--- src/rtl/car_request_conditioner.sv ---
// Car-sensor request conditioner: synchronise, debounce and hold a button press as a request
// until acknowledged. Optional pending-press counter enabled with `define CAR_REQ_COUNT_EN.
module car_request_conditioner #(
  parameter int DB_CYCLES = 8,
  parameter int DB_W      = 4
) (
  input  logic       clk,
  input  logic       reset,
  input  logic       car_raw,
  input  logic       ack,
  output logic       car,
  output logic       car_pulse,
  output logic       btn_stable
`ifdef CAR_REQ_COUNT_EN
  ,
  output logic [3:0] req_count
`endif
);

  localparam logic [DB_W-1:0] LP_DB_LAST = DB_W'(DB_CYCLES - 1);

  typedef enum logic [1:0] {
    ST_IDLE    = 2'd0,
    ST_PENDING = 2'd1,
    ST_ARMWAIT = 2'd2
  } state_t;

  logic            r_sync1;
  logic            r_sync2;
  logic [DB_W-1:0] r_db_cnt;
  logic            r_btn_stable;
  logic            r_btn_prev;
  state_t          r_state;
  logic            r_car;
  logic            r_car_pulse;

  state_t          w_state_next;
  logic            w_press;
  logic            w_ack_accept;
  logic            w_car_d;
  logic            w_pulse_d;

  // Synchroniser and debounce: btn_stable follows sync_out only after DB_CYCLES differing samples
  always_ff @(posedge clk) begin
    if (!reset) begin
      r_sync1      <= 1'b0;
      r_sync2      <= 1'b0;
      r_db_cnt     <= '0;
      r_btn_stable <= 1'b0;
      r_btn_prev   <= 1'b0;
    end else begin
      r_sync1    <= car_raw;
      r_sync2    <= r_sync1;
      r_btn_prev <= r_btn_stable;
      if (r_sync2 == r_btn_stable) begin
        r_db_cnt <= '0;
      end else if (r_db_cnt == LP_DB_LAST) begin
        r_btn_stable <= r_sync2;
        r_db_cnt     <= '0;
      end else begin
        r_db_cnt <= r_db_cnt + DB_W'(1);
      end
    end
  end

  assign w_press      = r_btn_stable & ~r_btn_prev;
  assign w_ack_accept = (r_state == ST_PENDING) & ack;

  always_ff @(posedge clk) begin
    if (!reset) begin
      r_state     <= ST_IDLE;
      r_car       <= 1'b0;
      r_car_pulse <= 1'b0;
    end else begin
      r_state     <= w_state_next;
      r_car       <= w_car_d;
      r_car_pulse <= w_pulse_d;
    end
  end

  // ARMWAIT blocks re-arming until the held button is released
  always_comb begin
    w_state_next = r_state;
    unique case (r_state)
      ST_IDLE: begin
        if (w_press) w_state_next = ST_PENDING;
      end
      ST_PENDING: begin
        if (ack) w_state_next = r_btn_stable ? ST_ARMWAIT : ST_IDLE;
      end
      ST_ARMWAIT: begin
        if (!r_btn_stable) w_state_next = ST_IDLE;
      end
      default: w_state_next = ST_IDLE;
    endcase
  end

  // Outputs are registered from the next state so car/car_pulse are glitch-free
  always_comb begin
    w_car_d   = (w_state_next == ST_PENDING);
    w_pulse_d = w_car_d & (r_state != ST_PENDING);
  end

  assign car        = r_car;
  assign car_pulse  = r_car_pulse;
  assign btn_stable = r_btn_stable;

`ifdef CAR_REQ_COUNT_EN
  logic [3:0] r_req_count;

  // An accepted ack clears the count even if a press lands in the same cycle
  always_ff @(posedge clk) begin
    if (!reset) begin
      r_req_count <= 4'd0;
    end else if (w_ack_accept) begin
      r_req_count <= 4'd0;
    end else if (w_press && (r_state != ST_ARMWAIT) && (r_req_count != 4'hF)) begin
      r_req_count <= r_req_count + 4'd1;
    end
  end

  assign req_count = r_req_count;
`else
  logic w_unused;
  assign w_unused = w_ack_accept;
`endif

endmodule

--- config.mk ---
export PLATFORM = sky130hd
export DESIGN_NAME = car_request_conditioner
export DESIGN_NICKNAME = d
export VERILOG_FILES = /design/src/rtl/car_request_conditioner.sv
export SDC_FILE = /design/constraint.sdc
export NUM_CORES = 1
export LEC_CHECK = 0
export ABC_CLOCK_PERIOD_IN_PS = 2110
export CAP_MARGIN = 5
export CORE_AREA = 2 2 39 41
export CTS_CLUSTER_DIAMETER = 30
export DETAILED_ROUTE_END_ITERATION = 8
export DIE_AREA = 0 0 41 43
export DONT_BUFFER_PORTS = 1
export PLACE_DENSITY = 0.43
export SLEW_MARGIN = 10
export SYNTH_ARGS = -nofsm -noshare
export SYNTH_HDL_FRONTEND = slang
export SYNTH_SLANG_ARGS = --single-unit
export TNS_END_PERCENT = 10
--- constraint.sdc ---
create_clock -name clk -period 2.11 [get_ports clk]
set_input_delay 0.633 -clock clk [delete_from_list [all_inputs] [get_ports clk]]
set_output_delay 0.633 -clock clk [all_outputs]
set_load 0.05 [all_outputs]
### Signal wires on met2, run 1

Cells faint in the background.
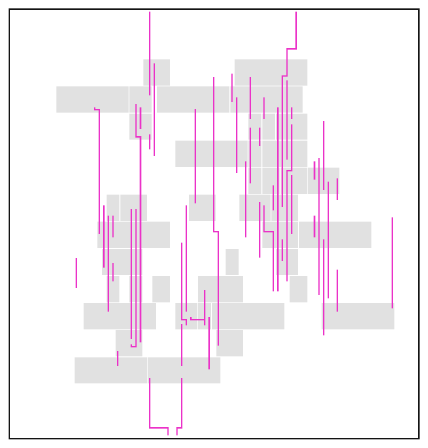
longest straight run = 20.6 um
nets with wire on the layer = 41
share of all routed wire = 53%
main direction = vertical
met2 track demand over resource in global routing: 14.06%
vias post-DR: 251
final WL: 697 um

### Met1 routing, run 1

Supply wires on this layer in grey. Cells faint in the background.
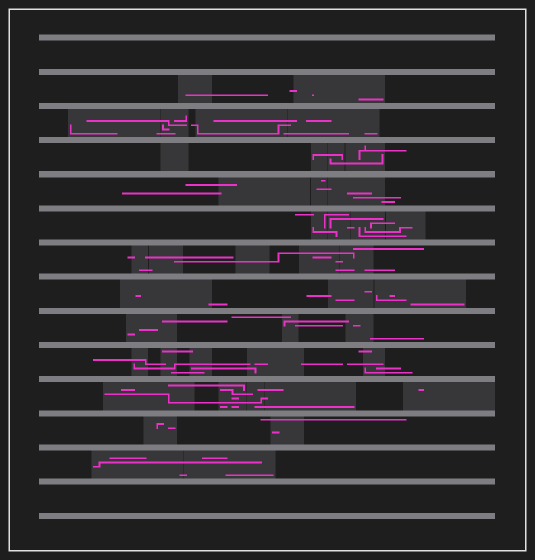
share of all routed wire = 41%
nets with wire on the layer = 46
longest straight run = 12.9 um
main direction = horizontal
wire length on this layer = 286 um

### Where the registers sit, run 1

Other sequential cells in the stronger grey, the rest of the logic in the fainter grey.
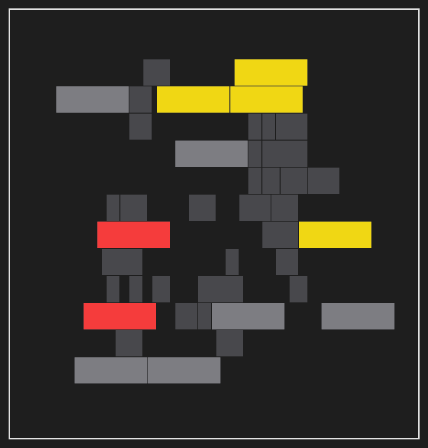
red -> `r_state`  # sequential cells 2
yellow -> `r_db_cnt`  # sequential cells 4
not coloured = 6

==> out/qor.log, run 1 <==
[yosys] area of the mapped netlist 416.7 um2
[route] routed length on met1 286 um
[placement] placed insts 55
[setup_path] end of the worst register-to-register path car
[finish] share of the final layout cell area in multi-input gates 35.97%
[outcome] outcome complete, no violations
[finish] ratio of cells with drive above 1 in the final layout 14.29%
[setup_path] Worst R2R Path Depth 3
[finish] number of sequential cells in the layout 12
[finish] non-filler cells in the finished layout 58
[yosys] chip area line of the yosys report 416.6 um2
[clock_tree] clk latency late pin 0.26 ns
[clock_tree] Clock Sink Count 12
[power_and_ir_drop] Worst IR Drop VDD 281.4 uV
[route] count of routing violations after the opening detailed-route iteration 0
[setup_path] data arrival time of the critical path 0.98 ns
[power_and_ir_drop] power in sequential cells 0.000230 W
[route] DR WL met2 373 um
[power_and_ir_drop] power share of the combinational group 1.1%
[floorplanning] number of tap cells inserted 16
[final_timing] highest attainable clock frequency 0.6197 GHz
[yosys] synthesized area per cell 10.68 um2
[final_timing] number of failing hold endpoints at the final stage 0
[power_and_ir_drop] power group with the largest share sequential cells
[power_and_ir_drop] Power Internal 0.0002972 W
[placement] DP Wirelength 521.3 um
[finish] Non-clk bufs 0
[finish] non-clock inverter count 3
[yosys] count of warnings emitted by yosys 0
[clock_tree] Max Buffers Root-to-Sink 2
[clock_tree] master cell of the clock root buffer clkbuf_4
[floorplanning] vertical die dimension 43 um
[route] routed length per instance 12.02 um
[floorplanning] die x size 41 um
[yosys] and+or+nand+nor area frac 24.02%
[final_timing] total of endpoints with negative setup slack in the final report 0
[yosys] leading area contributor after synthesis dfxtp_1
[floorplanning] I/O pin total 7
[finish] # nets final 49
[floorplanning] area of the placeable core 1384 um2
[power_and_ir_drop] net switching fraction of the power 19.51%
[yosys] xor and xnor fraction of the mapped netlist area 6.306%
[finish] commonest non-fill, non-tap cell in the layout dfxtp_1
[yosys] flip-flop and latch count after synthesis 12
[global_routing] vias in the first global route 266
[finish] area of all sequential standard cells 240.2 um2
[final_timing] final sum of negative setup slack 0 ns
[power_and_ir_drop] Final Total Pwr 0.0003692 W
[power_and_ir_drop] combinational gate power 0.00000423 W
[flow_run] Max-Cap Viols 0
[yosys] main combinational cell family by area after synthesis simple AND/OR/NAND/NOR gates
[clock_tree] post-CTS setup buffers 0
[final_timing] hold slack 0.4406 ns
[finish] registers with the most flip-flops r_db_cnt x4, r_state x2
[placement] number of input and output port buffers inserted 0
[final_timing] slew at the pin with the worst max-slew slack 0.6122 ns
[yosys] post-synthesis sequential area ratio 57.66%
[finish] data-path buffer share of cell area in the final layout 0%
[yosys] synthesized net count 44
[floorplanning] die area 1763 um2
[route] DR pass1 iterations 1
[setup_path] number of gates on the worst path with buffers counted 0
[final_timing] worst-case headroom to the max-slew limit 59.13%
[route] # DRC 0
[finish] area fraction of clock buffers and clock inverters 4.905%
[finish] synthesis-to-finish area growth 10.21%
[final_timing] Worst Skew 0.003724 ns
[setup_path] launching instance or port of the critical path btn_stable
[global_routing] aggregate global routing overflow 0
[finish] clk_buf instances 3
[finish] number of logic gates 24
[clock_tree] number of H-tree levels 1
[power_and_ir_drop] power attributed to the clock group 0.000135 W
[placement] Placement Cell Area 436.7 um2
[route] routed vias/inst 4.328
[yosys] Complex Gates by Area 1.201%
[floorplanning] Std-Cell Rows 14
[final_timing] final setup margin 0.4962 ns
### Nets reached from selected ports, run 1

Bar = 10 um.
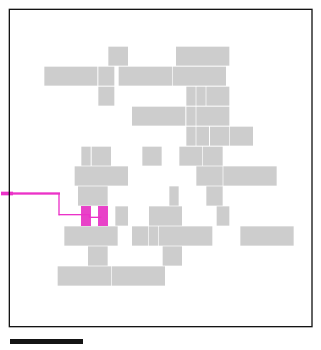

==> inputs of run 2 (changes only) <==
ABC_CLOCK_PERIOD_IN_PS = 1400   (was 2110)
PLACE_DENSITY = 0.45   (was 0.43)
clock period = 1.4 ns   (was 2.11 ns; I/O delays follow)
### Nets reached from selected ports, run 2

Bar = 10 um.
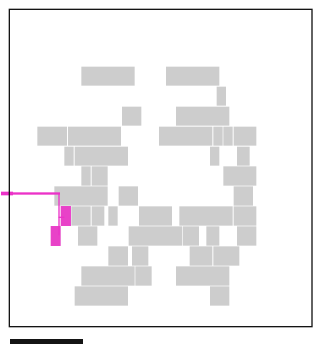
magenta -> `ack`  # direction input, edge west, end cells 2, wire 12.5 um
number of input and output port buffers inserted: 0
I/O pin total: 7

### Signal wires on met2, run 2

Cells faint in the background.
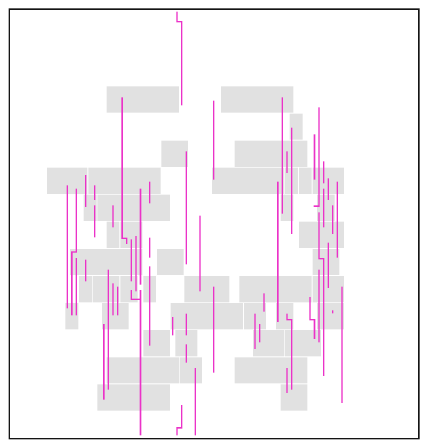
longest straight run = 14.4 um
main direction = vertical
wire length on this layer = 322 um
vias post-DR: 265
met2 track demand over resource in global routing: 14.69%
final WL: 646 um

==> run 2 against run 1 <==
Effect of this change: worst hold slack got worse by 0.16 ns; core utilization rose by 0.54 points; critical path depth rose by 1; critical endpoint unchanged; global-route usage fell by 0.55 points; worst setup slack got worse by 0.41 ns; clock power rose by 45%; largest power group unchanged; clock skew fell by 0.0035 ns; register-to-register slack got worse by 0.44 ns; die area did not move; sequential power rose by about 50%; total power rose by 49%; combinational power rose by 61%.
==> out/qor.log, run 2 <==
[yosys] adder share 3.003%
[yosys] and+or+nand+nor area frac 24.02% [unchanged]
[yosys] most frequent cell after synthesis dfxtp_1
[yosys] flip-flop and latch count after synthesis 12 [unchanged]
[yosys] cell types occupying the most area after synthesis dfxtp_1, xor2_1, nor2_1, nor3b_1, and2_1
[setup_path] Worst R2R Path Depth 4 [+1]
[power_and_ir_drop] power attributed to the clock group 0.000196 W [+45%]
[final_timing] final count of pins violating max slew 0
[clock_tree] post-CTS setup buffers 0 [unchanged]
[global_routing] aggregate global routing overflow 0 [unchanged]
[route] tally of nets with antenna violations remaining after routing 0
[floorplanning] die x size 41 um [unchanged]
[finish] most numerous logic cells after layout dfxtp_1, nor2_1, xor2_1, inv_1, clkbuf_4
[yosys] distinct cell type count of the synthesized netlist 17
[final_timing] hold slack 0.2803 ns [-0.1604 ns]
[flow_run] Max-Cap Viols 0 [unchanged]
[finish] combinational gate area 165.2 um2
[setup_path] data arrival time of the critical path 0.89 ns [-0.09 ns]
[min_path] worst min-delay path endpoint r_sync2
[clock_tree] post-cts hold-fix buffer tally 0
[global_routing] vias in the first global route 287 [+7.9%]
[setup_path] R2R setup slack 0.36 ns
[finish] registers with the most flip-flops r_db_cnt x4, r_state x2
[setup_path] Worst Path Required 0.98 ns
[power_and_ir_drop] portion of total power attributed to sequential cells 63.0%
[power_and_ir_drop] power share of the combinational group 1.2% [about the same]
[final_timing] number of failing hold endpoints at the final stage 0 [unchanged]
[yosys] xor and xnor fraction of the mapped netlist area 6.306% [unchanged]
[finish] ratio of cells with drive above 1 in the final layout 16.28% [+2.0 points]
[finish] clk_buf instances 3 [unchanged]
[setup_path] critical path endpoint btn_stable
[finish] register fraction of the total cell area 51.47%
[power_and_ir_drop] power group with the largest share sequential cells
[route] detailed route wirelength on metal3 27 um
[route] routed length on met1 286 um [unchanged]
[power_and_ir_drop] Worst IR Drop VDD 390.5 uV [+39%]
[clock_tree] master cell of the clock root buffer clkbuf_4
[min_path] Hold/Removal Path Class in2reg
[placement] DP Wirelength 502 um [-3.7%]
[yosys] synthesized net count 44 [unchanged]
[power_and_ir_drop] Final Total Pwr 0.0005495 W [+49%]
[placement] Placer Congestion 0.6744
[yosys] count of flip-flops with a built-in enable after synthesis 0
[yosys] synthesized area per cell 10.68 um2 [unchanged]
[finish] share of the final layout cell area in multi-input gates 35.39% [-0.58 points]
[yosys] post-synthesis instance total 39
[finish] # nets final 50 [+2.0%]
[route] DR pass1 iterations 3 [+2]
[setup_path] family with the most delay on the worst path flip-flops
[global_routing] Most Crowded Layer GR met2
[yosys] most instantiated cells after synthesis dfxtp_1, nor2_1, inv_1, xor2_1
[yosys] cell count in the Yosys report 39
[yosys] mux contribution to synthesized area 5.105%
[power_and_ir_drop] portion of total power attributed to the clock network 35.7%
[floorplanning] share of the core filled by cells before placement 30.11%
[outcome] outcome complete, no violations
[min_path] worst hold path cell count 1
[final_timing] final sum of negative setup slack 0 ns [unchanged]
[finish] number of sequential cells in the layout 12 [unchanged]
[yosys] leading area contributor after synthesis dfxtp_1
[power_and_ir_drop] power per cell area 1177 nW/um2
[finish] commonest non-fill, non-tap cell in the layout dfxtp_1
[power_and_ir_drop] Power Internal 0.0004479 W [+51%]
[final_timing] minimum period implied by the final worst setup slack 1.310 ns
[clock_tree] clock slew at reported path FFs 0.07 ns
[floorplanning] area of the placeable core 1384 um2 [unchanged]
[route] # DRC 0 [unchanged]
[setup_path] endpoint kind of the worst setup timing path output pin
[finish] synthesis-to-finish area growth 12.01%
[final_timing] worst-case headroom to the max-slew limit 68.25% [+9.1 points]
[route] routed vias/inst 4.492 [+3.8%]
[finish] non-clock inverter count 3 [unchanged]
[clock_tree] number of H-tree levels 1 [unchanged]
[clock_tree] Gates resized, CTS repair 0
[yosys] main combinational cell family by area after synthesis simple AND/OR/NAND/NOR gates
[clock_tree] Clock Sink Count 12 [unchanged]
[yosys] count of warnings emitted by yosys 0 [unchanged]
[finish] data-path buffer share of cell area in the final layout 1.609% [+1.6 points]
[setup_path] critical register-to-register path startpoint r_db_cnt[0]
[route] DR WL met2 322 um [-14%]
[finish] ant diodes 0
[floorplanning] vertical die dimension 43 um [unchanged]
[setup_path] end of the worst register-to-register path btn_stable
[route] highest metal layer with signal wires met4
[finish] Final Cell Area 466.7 um2
[final_timing] final setup margin 0.09011 ns [-0.4061 ns]
[clock_tree] Max Buffers Root-to-Sink 2 [unchanged]
[floorplanning] Std-Cell Rows 14 [unchanged]
[finish] Non-clk bufs 1 [+1]
[setup_path] number of gates on the worst path with buffers counted 1 [+1]
[finish] Top reg by flops r_db_cnt
[clock_tree] number of buffers added by the clock tree synthesis step 3
[finish] Filler cells 145
[global_routing] global-route wire length before repair 1.131 mm
[yosys] area of the mapped netlist 416.7 um2 [unchanged]
[power_and_ir_drop] power in sequential cells 0.000346 W [+50%]
[global_routing] maximum number of pins on one net before global-route repair 9
[placement] Placement Cell Area 444.2 um2 [+1.7%]
[yosys] post-synthesis sequential area ratio 57.66% [unchanged]
[finish] Top class by area sequential cells
[setup_path] Max stage delay on crit path 0.40 ns
[clock_tree] clk latency late pin 0.26 ns [about the same]
[finish] number of logic gates 24 [unchanged]
[placement] worst setup slack before clock tree synthesis 0.3651 ns
[clock_tree] CTS tree built
[yosys] Complex Gates by Area 1.201% [unchanged]
[floorplanning] die area 1763 um2 [unchanged]
[route] count of routing violations after the opening detailed-route iteration 2 [+2]
[final_timing] slew at the pin with the worst max-slew slack 0.4756 ns [-0.1366 ns]
[finish] area of all sequential standard cells 240.2 um2 [unchanged]
[power_and_ir_drop] combinational gate power 0.00000681 W [+61%]
[final_timing] total of endpoints with negative setup slack in the final report 0 [unchanged]
[final_timing] Worst Skew 0.0001820 ns [-0.003542 ns]
[finish] flip-flop count of the largest register after layout 4
[final_timing] highest attainable clock frequency 0.7634 GHz
[setup_path] launching instance or port of the critical path btn_stable
[yosys] chip area line of the yosys report 416.6 um2 [unchanged]
[final_timing] post-layout period usage 93.56%
[placement] placed insts 56 [+1.8%]
[finish] non-filler cells in the finished layout 59 [+1.7%]
[finish] area fraction of clock buffers and clock inverters 4.826% [-0.079 points]
[power_and_ir_drop] net switching fraction of the power 18.49% [-1.0 points]
[setup_path] Max Fanout on Critical Path 5
[floorplanning] number of tap cells inserted 16 [unchanged]
### Congestion heat map, run 2

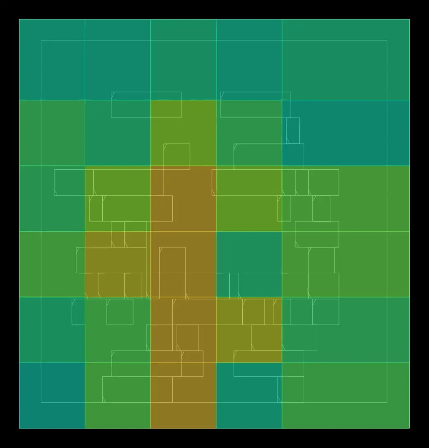
total global routing track utilization: 10.23%
met1 routing resource usage after global routing: 10.93%
routed length per instance: 10.95 um
core occupancy in the finished layout: 33.73%
met3 track demand over resource: 3.141%

### Where the registers sit, run 2

Other sequential cells in the stronger grey, the rest of the logic in the fainter grey.
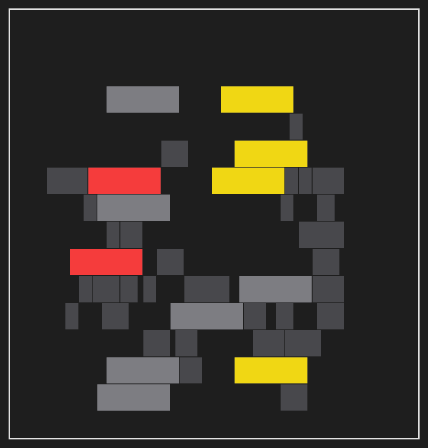

==> inputs of run 3 (changes only) <==
--- a/config.mk
+++ b/config.mk
@@ -7,3 +7,2 @@
 export LEC_CHECK = 0
-export ABC_CLOCK_PERIOD_IN_PS = 1400
 export CAP_MARGIN = 5
--- a/constraint.sdc
+++ b/constraint.sdc
@@ -3,2 +3,2 @@
 set_output_delay 0.42 -clock clk [all_outputs]
-set_load 0.05 [all_outputs]
+set_load 0.005 [all_outputs]
### Where the registers sit, run 3

Other sequential cells in the stronger grey, the rest of the logic in the fainter grey.
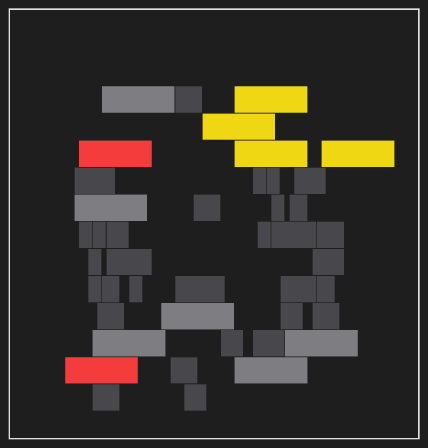
yellow -> `r_db_cnt`  # sequential cells 4
red -> `r_state`  # sequential cells 2
register fraction of the total cell area: 50.79%
power in sequential cells: 0.000346 W
core occupancy in the finished layout: 34.18%
area of all sequential standard cells: 240.2 um2

### Congestion heat map, run 3

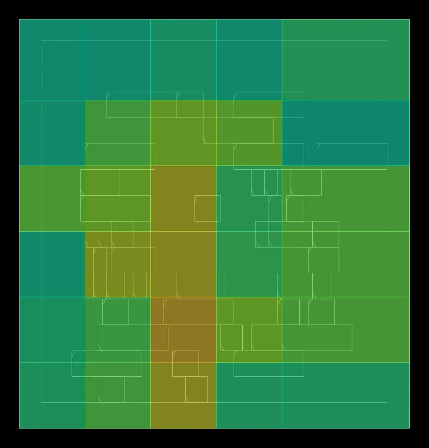
met1 routing resource usage after global routing: 7.843%
met2 track demand over resource in global routing: 15.94%
met3 track demand over resource: 3.665%

==> run 3 against run 2 <==
Effect of this change: cell area rose by 1.3%; core utilization rose by 0.45 points; register-to-register slack improved by 0.03 ns; critical path depth fell by 1; clock power rose by 35%; global-route usage fell by 0.75 points; largest cell class unchanged; clock-buffer cell count rose by 1; critical endpoint unchanged; total power rose by 12%; fmax rose by 18%.
==> out/qor.log, run 3 <==
[outcome] outcome complete, no violations
[setup_path] number of gates on the worst path with buffers counted 0 [-1]
[power_and_ir_drop] portion of total power attributed to sequential cells 56.1% [-6.9 points]
[setup_path] endpoint kind of the worst setup timing path output pin
[placement] DP Wirelength 500.4 um [-0.32%]
[placement] worst setup slack before clock tree synthesis 0.3869 ns [+0.02185 ns]
[flow_run] Max-Cap Viols 0 [unchanged]
[finish] ant diodes 0 [unchanged]
[setup_path] Max Fanout on Critical Path 5 [unchanged]
[route] routed length on met1 227 um [-21%]
[floorplanning] Std-Cell Rows 14 [unchanged]
[global_routing] aggregate global routing overflow 0 [unchanged]
[power_and_ir_drop] Worst IR Drop VDD 452.8 uV [+16%]
[yosys] synthesized area per cell 10.68 um2 [unchanged]
[floorplanning] number of tap cells inserted 16 [unchanged]
[route] DR pass1 iterations 2 [-1]
[setup_path] Worst Path Required 0.98 ns [about the same]
[final_timing] final setup margin 0.2883 ns [+0.1982 ns]
[placement] Placement Cell Area 436.7 um2 [-1.7%]
[setup_path] critical register-to-register path startpoint r_db_cnt[0]
[final_timing] total of endpoints with negative setup slack in the final report 0 [unchanged]
[finish] data-path buffer share of cell area in the final layout 0% [-1.6 points]
[placement] Placer Congestion 0.6173 [-8.5%]
[yosys] flip-flop and latch count after synthesis 12 [unchanged]
[route] count of routing violations after the opening detailed-route iteration 1 [-1]
[route] routed length per instance 10.36 um [-5.4%]
[clock_tree] master cell of the clock root buffer clkbuf_4
[yosys] xor and xnor fraction of the mapped netlist area 6.306% [unchanged]
[finish] clk_buf instances 4 [+1]
[clock_tree] number of H-tree levels 1 [unchanged]
[global_routing] Most Crowded Layer GR met2
[yosys] distinct cell type count of the synthesized netlist 17 [unchanged]
[yosys] count of flip-flops with a built-in enable after synthesis 0 [unchanged]
[clock_tree] clk latency late pin 0.26 ns [about the same]
[finish] number of logic gates 24 [unchanged]
[finish] area fraction of clock buffers and clock inverters 7.672% [+2.8 points]
[floorplanning] vertical die dimension 43 um [unchanged]
[yosys] post-synthesis sequential area ratio 57.66% [unchanged]
[power_and_ir_drop] net switching fraction of the power 17.99% [-0.50 points]
[finish] non-filler cells in the finished layout 59 [unchanged]
[yosys] area of the mapped netlist 416.7 um2 [unchanged]
[clock_tree] CTS tree built
[global_routing] total global routing track utilization 9.485% [-0.75 points]
[finish] ratio of cells with drive above 1 in the final layout 16.28% [unchanged]
[finish] Top class by area sequential cells
[yosys] Complex Gates by Area 1.201% [unchanged]
[floorplanning] area of the placeable core 1384 um2 [unchanged]
[setup_path] Worst R2R Path Depth 4 [unchanged]
[route] detailed route wirelength on metal3 32 um [+19%]
[min_path] worst hold path cell count 1 [unchanged]
[power_and_ir_drop] power per cell area 1306 nW/um2 [+11%]
[finish] combinational gate area 165.2 um2 [unchanged]
[setup_path] critical path endpoint btn_stable
[route] highest metal layer with signal wires met3
[floorplanning] die area 1763 um2 [unchanged]
[yosys] mux contribution to synthesized area 5.105% [unchanged]
[yosys] main combinational cell family by area after synthesis simple AND/OR/NAND/NOR gates
[final_timing] highest attainable clock frequency 0.8995 GHz [+18%]
[yosys] most frequent cell after synthesis dfxtp_1
[route] # DRC 0 [unchanged]
[final_timing] slew at the pin with the worst max-slew slack 0.2530 ns [-0.2226 ns]
[clock_tree] post-CTS setup buffers 0 [unchanged]
[min_path] worst min-delay path endpoint r_sync2
[floorplanning] die x size 41 um [unchanged]
[finish] Top reg by flops r_db_cnt
[power_and_ir_drop] portion of total power attributed to the clock network 42.9% [+7.2 points]
[clock_tree] Gates resized, CTS repair 0 [unchanged]
### Met1 routing, run 3

Supply wires on this layer in grey. Cells faint in the background.
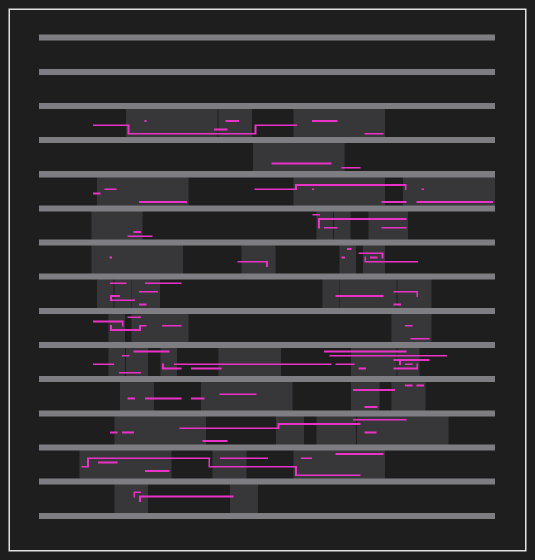
nets with wire on the layer = 41
longest straight run = 12.4 um
main direction = horizontal
wire length on this layer = 227 um
share of all routed wire = 37%
vias post-DR: 264
final WL: 611 um

Power and IR drop assume default switching activity.
